File: src/rtl/ddr_burst_writer.sv
// Buffers an upstream word stream and drains it to memory as fixed-length AXI INCR
// write bursts, walking a frame of FRAME_BURSTS bursts that wraps back to BASE.
module ddr_burst_writer #(
  parameter int              W            = 64,
  parameter int              BURST        = 16,
  parameter int              AW           = 32,
  parameter logic [AW-1:0]   BASE         = '0,
  parameter int              FRAME_BURSTS = 4
) (
  input  logic              clk_i,
  input  logic              rst_ni,
  input  logic              srst_i,
  input  logic              in_val_i,
  input  logic [W-1:0]      in_data_i,
  output logic              in_rdy_o,
  output logic [AW-1:0]     m_awaddr,
  output logic [7:0]        m_awlen,
  output logic [2:0]        m_awsize,
  output logic [1:0]        m_awburst,
  output logic              m_awvalid,
  input  logic              m_awready,
  output logic [W-1:0]      m_wdata,
  output logic [W/8-1:0]    m_wstrb,
  output logic              m_wlast,
  output logic              m_wvalid,
  input  logic              m_wready,
  input  logic [1:0]        m_bresp,
  input  logic              m_bvalid,
  output logic              m_bready,
  output logic              err_o,
  output logic              frame_done_o,
  output logic [1:0]        dbg_state_o
);

  localparam int DEPTH = 2 * BURST;
  localparam int PW    = $clog2(DEPTH);
  localparam int CW    = $clog2(DEPTH + 1);
  localparam int BW    = (BURST > 1) ? $clog2(BURST) : 1;
  localparam int IW    = (FRAME_BURSTS > 1) ? $clog2(FRAME_BURSTS) : 1;
  localparam int SIZE  = $clog2(W / 8);
  localparam logic [AW-1:0] BURST_BYTES = AW'(BURST * W / 8);

  typedef enum logic [1:0] {
    IDLE = 2'd0,
    ADDR = 2'd1,
    DATA = 2'd2,
    RESP = 2'd3
  } state_e;

  state_e          state_q, state_d;
  logic [CW-1:0]   count_q, count_d;
  logic [PW-1:0]   wr_ptr_q, wr_ptr_d;
  logic [PW-1:0]   rd_ptr_q, rd_ptr_d;
  logic [AW-1:0]   addr_q, addr_d;
  logic [IW-1:0]   idx_q, idx_d;
  logic [BW-1:0]   beat_q, beat_d;
  logic            flush_pending_q, flush_pending_d;
  logic            err_q, err_d;
  logic            frame_done_q, frame_done_d;
  logic [W-1:0]    mem_q [DEPTH];

  logic push, pop, last_beat, flush_req, flush_apply;

  // Every channel uses AXI valid/ready: a transfer happens on a rising edge where both
  // are high; a source never drops valid or changes payload while waiting for ready.

  function automatic logic [PW-1:0] ptr_inc(input logic [PW-1:0] p);
    return (p == PW'(DEPTH - 1)) ? '0 : p + 1'b1;
  endfunction

  assign in_rdy_o  = (count_q < CW'(DEPTH)) && !flush_pending_q;
  assign push      = in_val_i && in_rdy_o;
  assign pop       = (state_q == DATA) && m_wready;
  assign last_beat = (beat_q == BW'(BURST - 1));

  // A restart outside IDLE is deferred so the burst in flight stays AXI-legal; it then
  // lands on the same edge as the B handshake that returns the FSM to IDLE.
  assign flush_req   = srst_i && (state_q != IDLE) && !flush_pending_q;
  assign flush_apply = (srst_i && state_q == IDLE) ||
                       ((state_q == RESP) && m_bvalid && (flush_pending_q || flush_req));

  always_comb begin
    state_d         = state_q;
    count_d         = count_q + CW'(push) - CW'(pop);
    wr_ptr_d        = push ? ptr_inc(wr_ptr_q) : wr_ptr_q;
    rd_ptr_d        = pop ? ptr_inc(rd_ptr_q) : rd_ptr_q;
    addr_d          = addr_q;
    idx_d           = idx_q;
    beat_d          = beat_q;
    flush_pending_d = flush_pending_q;
    err_d           = err_q;
    frame_done_d    = 1'b0;

    case (state_q)
      IDLE: begin
        if (count_q >= CW'(BURST) && !flush_pending_q && !srst_i) state_d = ADDR;
      end
      ADDR: begin
        if (m_awready) state_d = DATA;
      end
      DATA: begin
        if (m_wready) begin
          if (last_beat) begin
            beat_d  = '0;
            state_d = RESP;
          end else begin
            beat_d = beat_q + 1'b1;
          end
        end
      end
      RESP: begin
        if (m_bvalid) begin
          state_d = IDLE;
          if (m_bresp != 2'b00) err_d = 1'b1;
          if (idx_q == IW'(FRAME_BURSTS - 1)) begin
            addr_d       = BASE;
            idx_d        = '0;
            frame_done_d = 1'b1;
          end else begin
            addr_d = addr_q + BURST_BYTES;
            idx_d  = idx_q + 1'b1;
          end
        end
      end
      default: state_d = IDLE;
    endcase

    if (flush_req) flush_pending_d = 1'b1;

    if (flush_apply) begin
      count_d         = '0;
      wr_ptr_d        = '0;
      rd_ptr_d        = '0;
      addr_d          = BASE;
      idx_d           = '0;
      err_d           = 1'b0;
      flush_pending_d = 1'b0;
    end
  end

  always_ff @(posedge clk_i or negedge rst_ni) begin
    if (!rst_ni) begin
      state_q         <= IDLE;
      count_q         <= '0;
      wr_ptr_q        <= '0;
      rd_ptr_q        <= '0;
      addr_q          <= BASE;
      idx_q           <= '0;
      beat_q          <= '0;
      flush_pending_q <= 1'b0;
      err_q           <= 1'b0;
      frame_done_q    <= 1'b0;
    end else begin
      state_q         <= state_d;
      count_q         <= count_d;
      wr_ptr_q        <= wr_ptr_d;
      rd_ptr_q        <= rd_ptr_d;
      addr_q          <= addr_d;
      idx_q           <= idx_d;
      beat_q          <= beat_d;
      flush_pending_q <= flush_pending_d;
      err_q           <= err_d;
      frame_done_q    <= frame_done_d;
    end
  end

  // Storage needs no reset: pointers and count decide which entries are live.
  always_ff @(posedge clk_i) begin
    if (push) mem_q[wr_ptr_q] <= in_data_i;
  end

  assign m_awaddr     = addr_q;
  assign m_awlen      = 8'(BURST - 1);
  assign m_awsize     = 3'(SIZE);
  assign m_awburst    = 2'b01;
  assign m_awvalid    = (state_q == ADDR);
  assign m_wdata      = mem_q[rd_ptr_q];
  assign m_wstrb      = '1;
  assign m_wvalid     = (state_q == DATA);
  assign m_wlast      = (state_q == DATA) && last_beat;
  assign m_bready     = (state_q == RESP);
  assign err_o        = err_q;
  assign frame_done_o = frame_done_q;
  assign dbg_state_o  = state_q;

endmodule
File: config.mk
export PLATFORM = sky130hd
export DESIGN_NAME = ddr_burst_writer
export DESIGN_NICKNAME = d
export VERILOG_FILES = /design/src/rtl/ddr_burst_writer.sv
export SDC_FILE = /design/constraint.sdc
export NUM_CORES = 2
export LEC_CHECK = 0
export CORE_ASPECT_RATIO = 1.2
export CORE_MARGIN = 10
export CORE_UTILIZATION = 55
export DETAILED_ROUTE_END_ITERATION = 10
export PLACE_DENSITY = 0.83
export RECOVER_POWER = 25
export SYNTH_ARGS = -nofsm -noshare
export SYNTH_HDL_FRONTEND = slang
export SYNTH_SLANG_ARGS = --single-unit
File: constraint.sdc
create_clock -name clk_i -period 5.45 [get_ports clk_i]
set_clock_uncertainty 0.1 [all_clocks]
set_input_delay 1.09 -clock clk_i [delete_from_list [all_inputs] [get_ports clk_i]]
set_output_delay 1.09 -clock clk_i [all_outputs]
set_load 0.1 [all_outputs]
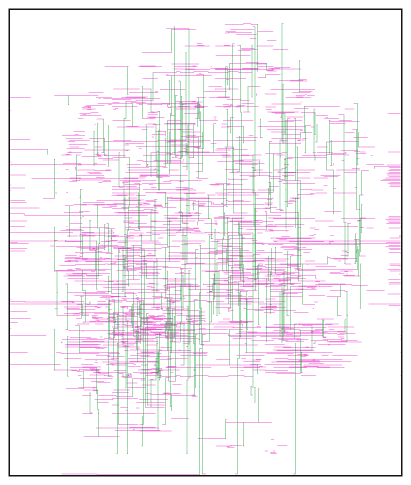
**Above:** signal wires by layer.
Only two layers are drawn.
- green: met4 (wire length 12400 um)
- magenta: met3 (wire length 23.4 mm)
WL final: 210 mm
via count: 43034
WL per Instance: 32.8 um
Global Route Usage Sum: 0.255

==> CHANGELOG.md <==
### Implementation results

- DRT antenna net count: 0
- Synth mux share: 0.134
- Tap cells: 1950
- Fillers: 9321
- CP delay by family, top: buffers and inverters
- Clock-cell share of area: 0.0640
- Dominant register cell: edfxtp_1
- Period utilization: 0.972
- GR peak layer: met2
- Critical Path RT: 4.26 ns
- Netlist Area Pre-Place: 81300 um^2
- Tool warnings: 35
- Non-CTS buffers: 301
- DRC Markers: 0
- Register bit total from synthesis: 2100
- Die width: 371 um
- Crit start category: register
- Setup TNS: 0 ns
- Met3 Usage GRT: 0.0564
- Peak VDD IR: 0.444 mV
- Area Overhead vs Synth: 13.3%
- Synth Area in Simple Gates: 0.0283
- Final worst slack: 0.151 ns
- Seq area share: 0.682
- Top layer in use: met5
- Main area contributors: edfxtp_1 76%, mux4_2 7.1%, mux2i_1 5.9%, a22oi_1 2.9%, dfrtp_1 1.6%
- Vias in the first global route: 44546
- CP Class: register to output port
- EDFF count, synth: 2048
- Die area: 164000 um^2
- Nets: 4404
- Crit path capture type: output port
- Clk Latency, worst-skew pair: 0.83 ns
- Synth Area in Compound Gates: 0.0408
- Hold WC Path Type: register to register
- Routability-driven placement congestion ratio: 0.808
- Hold Path Stages: 2
- DR iter-0 viols: 6039
- Diodes inserted: 5
- Max Freq: 0.189 GHz
- Register Area: 62800 um^2
- Top non-seq family: multiplexers
- Yosys stat cell total: 4049
- Tot Pwr: 42.0 mW
- CTS tree: yes
- Largest net degree at the start of global routing: 79
- Leakage power: 28.1 nW
- Met2 WL: 106 mm
- Slew @ Worst Pin: 2.94 ns
- Final Max Slew Viols: 53
- CTS Buf Count: 187
- Data buffer area share: 0.0382
- Endpoints failing setup: 0
- Top class by area: registers
- Core footprint: 147000 um^2
- Adder share: 0.00363
- Initial Utilization: 0.554
- Failing checks: capacitance limit, slew limit
- Power density over cell area: 457 nW/um^2
- Yosys Chip Area: 81300 um^2
- Inverters, non-clock: 20
- Place WS: 0.951 ns
- Deepest clock path buffer count: 3
- Top cell excl fill/tap: edfxtp_1
- XOR/XNOR Fraction of Synth Area: 0.00119
- Max incr delay on CP: 0.99 ns
- Worst Path Arrival: 4.11 ns
- Synthesized area per cell: 20.1 um^2
- Top cell type's share of synthesized area: 0.757
- Met3 routed WL: 23.4 mm
- Syn Inst Count: 4049
- Slew headroom: -0.963
- Site Rows: 154
- Fin Hold WS: 0.382 ns
- Drt pass-1 iters: 8
- Period minus WS final: 5.30 ns
- RSZ-0062 raised after global routing: false
- Combinational share of cell area: 0.188
- Worst Path Max Fanout: 37
- Flop Count: 2100
- Clk pin slew, worst setup/hold paths: 0.06 ns
- CP cell instances: buf_4, and2_4, buf_4, a22oi_1, nand3_1, nand4_1, buf_4
- Post-synth ARST share: 0.0248
- Status: finished with violations
- Logic area: 17300 um^2
- Clock buffers: 230
- Worst Path Buf+Inv: 3
- Yosys Warn Count: 0
- MaxCap Viol Count: 1
- H-Tree Depth: 4
- Largest register FFs: 2048
- Top reg by flops: mem_q
- Overflow after GRT: 0
- M1 WL: 68.4 mm
- Initial antenna violation count: 19
- Comb gates: 1698
- Root buf cell: clkbuf_16
- Fin util: 0.627
- Cell repeated most along the worst path: buf_4
- Fin. Hold Viols: 0
- Layout cells sized above 1: 0.170
- Top Layout Cells: 2048 x edfxtp_1, 481 x mux2i_1, 318 x a22oi_1
- First-pass GRT wire length: 303 mm
- Area leader, netlist: edfxtp_1
- Vias per cell: 6.72
- Cell count of the worst reg-to-reg path: 13
- Die H: 441 um
- Total clock sinks: 2100
- # resized after CTS: 0
- Post-synth seq share: 0.773
- HPWL Detailed: 103 mm
- CP Depth: 7
- Met1 Use GR: 0.307
- Met2 usage: 0.427
- Slowest-stage cell, CP: dfrtp_1
- Cell Type Count: 65
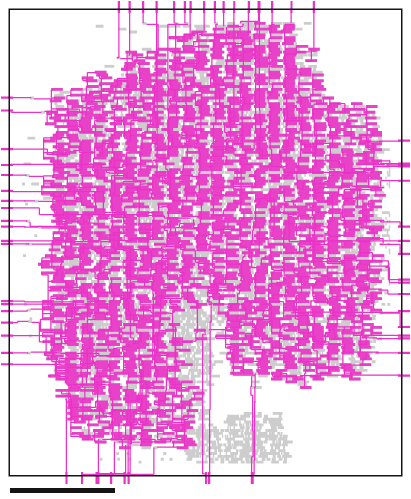
**Above:** wires at chosen ports, followed through buffers.
The bar under the picture is 100 um long.
- magenta: in_data_i (bits 64; direction input; edge 19 west, 17 east, 17 north, 11 south; end cells 2048; buffers 64; wire 21.9 mm)
I/O Buffers: 170
Top Ports: 199

==> metrics by stage <==
stage	instance area [um^2]	std cells
final	92100	6408
after global placement	86200	6068
after CTS	92100	6402
after detailed placement	86200	6068
after global routing	92100	6406
after floorplan	81400	4075
==> worst paths after layout <==
kind / start / end / slack [ns]
min in group asynchronous: rst_ni / count_q[0]$_DFF_PN0_ / 1.21
worst max register to register: dbg_state_o[0]$_DFFE_PN0P_ / count_q[4]$_DFF_PN0_ / 1.85
max in group asynchronous: rst_ni / rd_ptr_q[0]$_DFFE_PN0P_ / 1.98
worst max-delay path: rd_ptr_q[4]$_DFFE_PN0P_ / m_wdata[56] / 0.15
worst min register to register: idx_q[1]$_DFFE_PN0P_ / idx_q[1]$_DFFE_PN0P_ / 0.38
worst min-delay path: idx_q[1]$_DFFE_PN0P_ / idx_q[1]$_DFFE_PN0P_ / 0.38
==> report_power, final <==
group | switching, mW | internal (mW) | total (mW) | leakage, nW
clock network | 5.78 | 7.12 | 12.9 | 2.87
registers | 0.250 | 18.0 | 18.2 | 19.1
logic | 6.90 | 4.02 | 10.9 | 6.11
total | 12.9 | 29.1 | 42.0 | 28.1
==> repair_timing <==
action | in CTS | in global routing
endpoints found under the setup margin | 0 | 3
setup buffers | 0 | 1
hold buffers | 0 | 0
==> Yosys cell counts, types with 12 or more instances <==
library cell / count
nor4_1: 17
nand3_1: 128
a21oi_1: 38
clkbuf_1: 65
buf_6: 13
nand2_1: 59
buf_4: 67
mux4_1: 12
ha_1: 22
inv_1: 17
o21ai_0: 13
buf_2: 105
mux2i_1: 481
o221ai_1: 19
nand4_1: 58
nor2b_1: 36
mux4_2: 256
a22oi_1: 318
nor2_1: 57
dfrtp_1: 52
edfxtp_1: 2048
nand2b_1: 17
o22ai_1: 26
Power figures rest on the tool's default switching activity, not on a simulated workload.
